File: src/rtl/serial_pkg.sv
// Shared types and helpers for the serial_deser receiver.
package serial_pkg;

    localparam int DEFAULT_WIDTH = 8;
    localparam int MAX_WIDTH     = 64;

    typedef enum logic [1:0] {
        IDLE    = 2'd0,
        COLLECT = 2'd1,
        PARITY  = 2'd2
    } state_t;

    // Returns 1 when data plus its even-parity bit has an odd number of ones.
    function automatic logic parity_error(input logic [MAX_WIDTH-1:0] data, input logic parity_bit);
        return (^data) ^ parity_bit;
    endfunction

endpackage

File: src/rtl/serial_deser.sv
// Serial-to-parallel receiver with a single-entry valid/ready output register.
// Define SERIAL_DESER_PARITY_CHECK_EN to expect a trailing even-parity bit per frame.
module serial_deser
    import serial_pkg::*;
#(
    parameter int WIDTH = DEFAULT_WIDTH,
    parameter int CNT_W = $clog2(WIDTH + 1)
) (
    input  logic             clk,
    input  logic             rst,
    input  logic             serial_in,
    input  logic             bit_valid,
    input  logic             msb_first,
    input  logic             clear,
    output logic [WIDTH-1:0] out,
    output logic             out_valid,
    input  logic             out_ready,
    output logic             busy,
    output logic             overrun,
    output logic             parity_err
);

    state_t             state_reg, state_next;
    logic [CNT_W-1:0]   cnt_reg, cnt_next;
    logic [WIDTH-1:0]   shreg_reg, shreg_next;
    logic               order_reg, order_next;
    logic [WIDTH-1:0]   out_reg, out_next;
    logic               out_valid_reg, out_valid_next;
    logic               overrun_reg, overrun_next;

    logic               shift_order;
    logic [WIDTH-1:0]   shifted;
    logic               word_done;
    logic [WIDTH-1:0]   word;
    logic               word_perr;

    // The first bit of a frame uses the live msb_first; later bits use the latched order.
    assign shift_order = (state_reg == IDLE) ? msb_first : order_reg;
    assign shifted     = shift_order ? {shreg_reg[WIDTH-2:0], serial_in}
                                     : {serial_in, shreg_reg[WIDTH-1:1]};

    always_comb begin
        state_next = state_reg;
        cnt_next   = cnt_reg;
        shreg_next = shreg_reg;
        order_next = order_reg;
        word_done  = 1'b0;
        word       = shifted;
        word_perr  = 1'b0;

        if (clear) begin
            state_next = IDLE;
            cnt_next   = '0;
        end else if (bit_valid) begin
            case (state_reg)
                IDLE: begin
                    order_next = msb_first;
                    shreg_next = shifted;
                    cnt_next   = CNT_W'(1);
                    state_next = COLLECT;
                end
                COLLECT: begin
                    shreg_next = shifted;
                    if (cnt_reg == CNT_W'(WIDTH - 1)) begin
`ifdef SERIAL_DESER_PARITY_CHECK_EN
                        cnt_next   = CNT_W'(WIDTH);
                        state_next = PARITY;
`else
                        cnt_next   = '0;
                        state_next = IDLE;
                        word_done  = 1'b1;
`endif
                    end else begin
                        cnt_next = cnt_reg + CNT_W'(1);
                    end
                end
`ifdef SERIAL_DESER_PARITY_CHECK_EN
                PARITY: begin
                    word       = shreg_reg;
                    word_perr  = parity_error(MAX_WIDTH'(shreg_reg), serial_in);
                    word_done  = 1'b1;
                    cnt_next   = '0;
                    state_next = IDLE;
                end
`endif
                default: begin
                    cnt_next   = '0;
                    state_next = IDLE;
                end
            endcase
        end
    end

    // Output register: load when empty or being drained, otherwise flag the drop.
    always_comb begin
        out_next       = out_reg;
        out_valid_next = out_valid_reg;
        overrun_next   = clear ? 1'b0 : overrun_reg;
        if (word_done) begin
            if (!out_valid_reg || out_ready) begin
                out_next       = word;
                out_valid_next = 1'b1;
            end else begin
                overrun_next = 1'b1;
            end
        end else if (out_valid_reg && out_ready) begin
            out_valid_next = 1'b0;
        end
    end

    always_ff @(posedge clk or negedge rst) begin
        if (!rst) begin
            state_reg     <= IDLE;
            cnt_reg       <= '0;
            shreg_reg     <= '0;
            order_reg     <= 1'b0;
            out_reg       <= '0;
            out_valid_reg <= 1'b0;
            overrun_reg   <= 1'b0;
        end else begin
            state_reg     <= state_next;
            cnt_reg       <= cnt_next;
            shreg_reg     <= shreg_next;
            order_reg     <= order_next;
            out_reg       <= out_next;
            out_valid_reg <= out_valid_next;
            overrun_reg   <= overrun_next;
        end
    end

`ifdef SERIAL_DESER_PARITY_CHECK_EN
    logic parity_err_reg;

    always_ff @(posedge clk or negedge rst) begin
        if (!rst) begin
            parity_err_reg <= 1'b0;
        end else if (word_done && (!out_valid_reg || out_ready)) begin
            parity_err_reg <= word_perr;
        end
    end

    assign parity_err = parity_err_reg;
`else
    assign parity_err = 1'b0;
`endif

    assign out       = out_reg;
    assign out_valid = out_valid_reg;
    assign busy      = (state_reg != IDLE);
    assign overrun   = overrun_reg;

endmodule

File: config.mk
export PLATFORM = sky130hd
export DESIGN_NAME = serial_deser
export DESIGN_NICKNAME = d
export VERILOG_FILES = /design/src/rtl/serial_pkg.sv /design/src/rtl/serial_deser.sv
export SDC_FILE = /design/constraint.sdc
export NUM_CORES = 1
export LEC_CHECK = 0
export CAP_MARGIN = 40
export CELL_PAD_IN_SITES_DETAIL_PLACEMENT = 0
export CELL_PAD_IN_SITES_GLOBAL_PLACEMENT = 1
export CORE_MARGIN = 5
export CORE_UTILIZATION = 35
export CTS_BUF_LIST = sky130_fd_sc_hd__clkbuf_2 sky130_fd_sc_hd__clkbuf_4 sky130_fd_sc_hd__clkbuf_8
export CTS_CLUSTER_SIZE = 20
export DETAILED_ROUTE_END_ITERATION = 12
export PLACE_DENSITY = 0.76
export SYNTH_ARGS = -nofsm -noshare
export SYNTH_HDL_FRONTEND = slang
export SYNTH_SLANG_ARGS = --single-unit
File: constraint.sdc
create_clock -name clk -period 2.3 [get_ports clk]
set_input_delay 0.46 -clock clk [delete_from_list [all_inputs] [get_ports clk]]
set_output_delay 0.46 -clock clk [all_outputs]
set_load 0.005 [all_outputs]
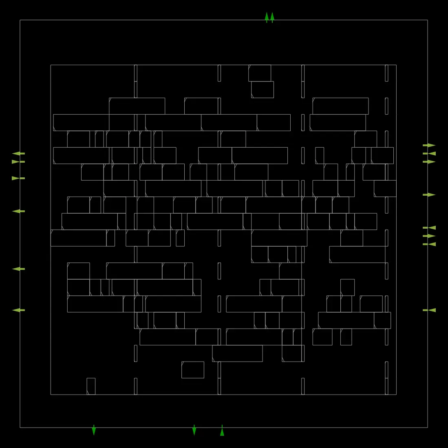
(images/placement.png)
Cell Count, Final, Fillers Out: 163
fill count: 313

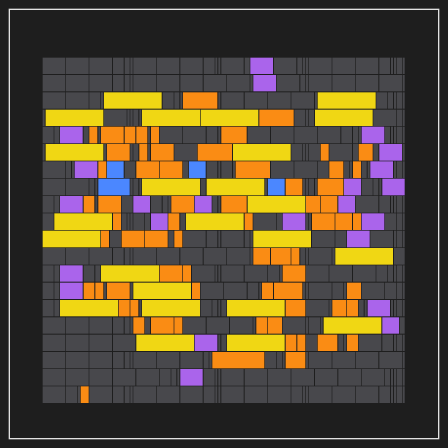
(images/placement_by_type.png)
Fill, decap, tap and diode cells in gray.
legend:
  other buffers and delay cells:
    color: purple
    cells: 23
    share_of_their_area: 16%
  flops:
    color: yellow
    cells: 24
    share_of_their_area: 44%
  clock drivers and dummy loads:
    color: blue
    cells: 4
    share_of_their_area: 2.7%
  combinational and other logic:
    color: orange
    cells: 68
    share_of_their_area: 37%
summed area of non-filler cells in the final layout: 1410 µm²
number of rows in the core area: 20

==> impl_summary.log <==
[flow] summary of implementation run
[metrics] worst path cell trace: clkdlybuf4s50_1
[metrics] number of top-level pins: 19
[metrics] Die Size: 4520 µm²
[metrics] clock share of power: 0.250
[metrics] # nets final: 128
[metrics] biggest area cells: sky130_fd_sc_hd__dfrtp_1, sky130_fd_sc_hd__mux2i_1, sky130_fd_sc_hd__mux2_4
[metrics] Worst-path clk slew: roughly 0.14 ns
[metrics] crit path DAT: ~1.5 ns
[metrics] mux contribution to synthesized area: 0.205
[metrics] overall power after layout: 0.905 mW
[metrics] max cap viols: 0
[metrics] post-route core utilization: 0.454
[metrics] cell taking the most area after synthesis: sky130_fd_sc_hd__dfrtp_1
[metrics] HPWL after detailed placement: 1.63 mm
[metrics] worst setup path category: reg -> out
[metrics] residual overflow from global routing: 0
[metrics] Root Driver: sky130_fd_sc_hd__clkbuf_4
[metrics] Yosys chip area: 1150 µm²
[metrics] critical path startpoint category: register
[metrics] highest net fanout along the worst path: 10
[metrics] CTS Buffer Depth: 2
[metrics] Top FF cell, synth: sky130_fd_sc_hd__dfrtp_1
[metrics] count of input and output buffers: 17
[metrics] Clock H-tree levels: 1
[metrics] leakage power of the design: 0.655 nW
[metrics] share of Yosys cell area claimed by the top area cell type: 0.523
[metrics] routability cong.: 0.748
[metrics] Net Sw Power: 0.245 mW
[metrics] DR WL met2: 1.07 mm
[metrics] count of buffering cells on the critical path with inverters included: 1
[metrics] worst IR drop on VDD: 579 µV
[metrics] number of pins with negative max-slew slack in the final report: 0
[metrics] antenna violations before repair: 0
[metrics] outcome: completed
[metrics] achievable clock frequency: between 0.5 and 0.6 GHz
[metrics] DRT iter0 DRCs: 40
[metrics] tool warning count: 26
[metrics] Final setup viols: 0
[metrics] CP max stage cell: sky130_fd_sc_hd__dfrtp_1
[metrics] synthesized instance count: 99
[metrics] cts hold-fix bufs: 0
[metrics] final clock skew: 0.00491 ns
[metrics] wire length of the first global-routing pass: between 3 and 4 mm
[metrics] path type of the worst min-delay path: in -> async
[metrics] post-route antenna net violation count: 0
[metrics] Chip Width: 67.3 µm
[metrics] most frequent cell after synthesis: sky130_fd_sc_hd__dfrtp_1
[metrics] internal power: ~0.66 mW
[metrics] maximum number of pins on one net before global-route repair: 25
[metrics] top layer used by detailed routing: met3
[metrics] simple-gate share of the synthesized area: 0.115
[metrics] area added between synthesis and finish: 22.9%
[metrics] iteration tally of the first detailed-router pass: 4
[metrics] vias after detailed routing: 766
[metrics] worst stage delay on the critical path: approximately 0.60 ns
[metrics] top comb family, area: multiplexers
[metrics] clock insertion delay at the later pin of the skew report: roughly 0.32 ns
[metrics] Synth Net Count: 107
[metrics] crit path capture type: output port
[metrics] Power per Cell Area: around 640 nW/µm²
[metrics] switching share of power: 0.271
[metrics] DRC violation count after routing: 0
[metrics] yosys warning tally: 0
[metrics] met1 wire length: 1.02 mm
[metrics] sequential fraction of design power: 0.571
[metrics] Inserted Diodes: 0
[metrics] initial core utilization: 0.370
[metrics] most instantiated logic cells after routing: sky130_fd_sc_hd__dfrtp_1, sky130_fd_sc_hd__clkdlybuf4s50_1, sky130_fd_sc_hd__mux2i_1
[metrics] unrepaired setup endpoints after global routing: no
[metrics] final hold violations: 0
[metrics] post-synthesis register bit count: 24
[metrics] via count of the first global-routing pass: 827
[metrics] Worst EP required: 1.84 ns
[metrics] number of vias per cell: 4.70
[metrics] count of distinct cell types in the synthesized netlist: 30
[metrics] minimum clock period after layout: a little under 2 ns
[metrics] combinational share of power: 0.179
[metrics] cell count after placement: 159
[metrics] Sink Count: 24
[metrics] fraction of layout cells with a size suffix above 1: 0.160
[metrics] number of buffers inserted to repair setup after CTS: 0
[metrics] share of the yosys chip area belonging to registers: 0.523
[metrics] list of most frequent post-synthesis cells: sky130_fd_sc_hd__dfrtp_1, sky130_fd_sc_hd__mux2i_1, sky130_fd_sc_hd__inv_1, sky130_fd_sc_hd__nand2_1, sky130_fd_sc_hd__o21ai_0
[metrics] EDFF count, synth: 0
[metrics] cell total in the yosys stat output: 99
[metrics] average wire per standard cell: 13.6 µm
[metrics] xor/xnor share: 0
[metrics] overall fraction of global-route tracks in use: 0.109
[metrics] AND-OR/OR-AND share of the synthesized area: 0.0785
[metrics] Syn Std Cell Area: 1150 µm²
[metrics] Post-CTS Resized: 0
[metrics] most frequently placed logic cell in the final layout: sky130_fd_sc_hd__dfrtp_1
[metrics] clock tree from TritonCTS: done
[metrics] height of the chip: 67.3 µm
[metrics] final worst-path cycle share: 0.848
[metrics] Adders+Majority by Area: 0.0109
[metrics] setup TNS: 0 ns
[metrics] Largest delay share family, worst path: flip-flops
[metrics] area inside the core boundary: approximately 3100 µm²
[metrics] Hold WS: 0.480 ns
[metrics] DRT Wirelength: 2.22 mm
[metrics] length of routed met3 wiring: 129 µm
[metrics] Num CTS Buffers: 3
[metrics] Async SR Flop Fraction: 1.00
[metrics] mean post-synth cell area: 11.6 µm²
[area by class of cell]
cell class | instances | area [µm²]
clock buffer | 4 | 36.3
multi-input combinational | 60 | 473
fill | 313 | 1690
sequential | 24 | 601
inverter | 8 | 30.0
timing repair buffer | 23 | 215
tap | 44 | 55.1
[worst paths after layout]
kind | slack [ns] | cells after the start | from | to
setup / recovery | 0.35 | 1 | state_reg[0]$_DFFE_PN0P_ | busy
min in group clk | 0.50 | 2 | shreg_reg[7]$_DFFE_PN0P_ | shreg_reg[7]$_DFFE_PN0P_
hold / removal | 0.48 | 2 | rst | cnt_reg[2]$_DFFE_PN0P_
max in group asynchronous | 1.58 | 2 | rst | shreg_reg[6]$_DFFE_PN0P_
hold reg to reg | 0.50 | 2 | shreg_reg[7]$_DFFE_PN0P_ | shreg_reg[7]$_DFFE_PN0P_
setup reg to reg | 0.58 | 5 | cnt_reg[0]$_DFFE_PN0P_ | out[4]$_DFFE_PN0P_
[per-stage QoR]
stage | setup WS, ns | area, µm²
floorplan | 0.691 | 1150
global placement | 0.321 | 1370
detailed placement | 0.309 | 1370
CTS | 0.315 | 1410
global route | 0.257 | 1410
finish | 0.350 | 1410
[cells by family (layout without fill, tap and decap cells)]
kind of cell,Yosys count,in the layout
other cells,1,1
compound gates,15,15
flops,24,24
buf+inv,15,35
fa+ha+maj,1,1
simple gates,23,23
mux,20,20
[power groups by stage]
stage               Combinational [mW]  Sequential (mW)  Clock, mW
detailed placement               0.165            0.525          0
floorplan                        0.121            0.510          0
global placement                 0.157            0.524          0
finish                           0.162            0.517      0.227
CTS                              0.165            0.518      0.239
global route                     0.181            0.524      0.262
[routing by layer]
metal  GRT usage  vias up
met5           0        -
met2       0.191       18
met3      0.0399        0
met1       0.132      375
met4     0.00759        0
li1            -      373
Power figures rest on the tool's default switching activity, not on a simulated workload.
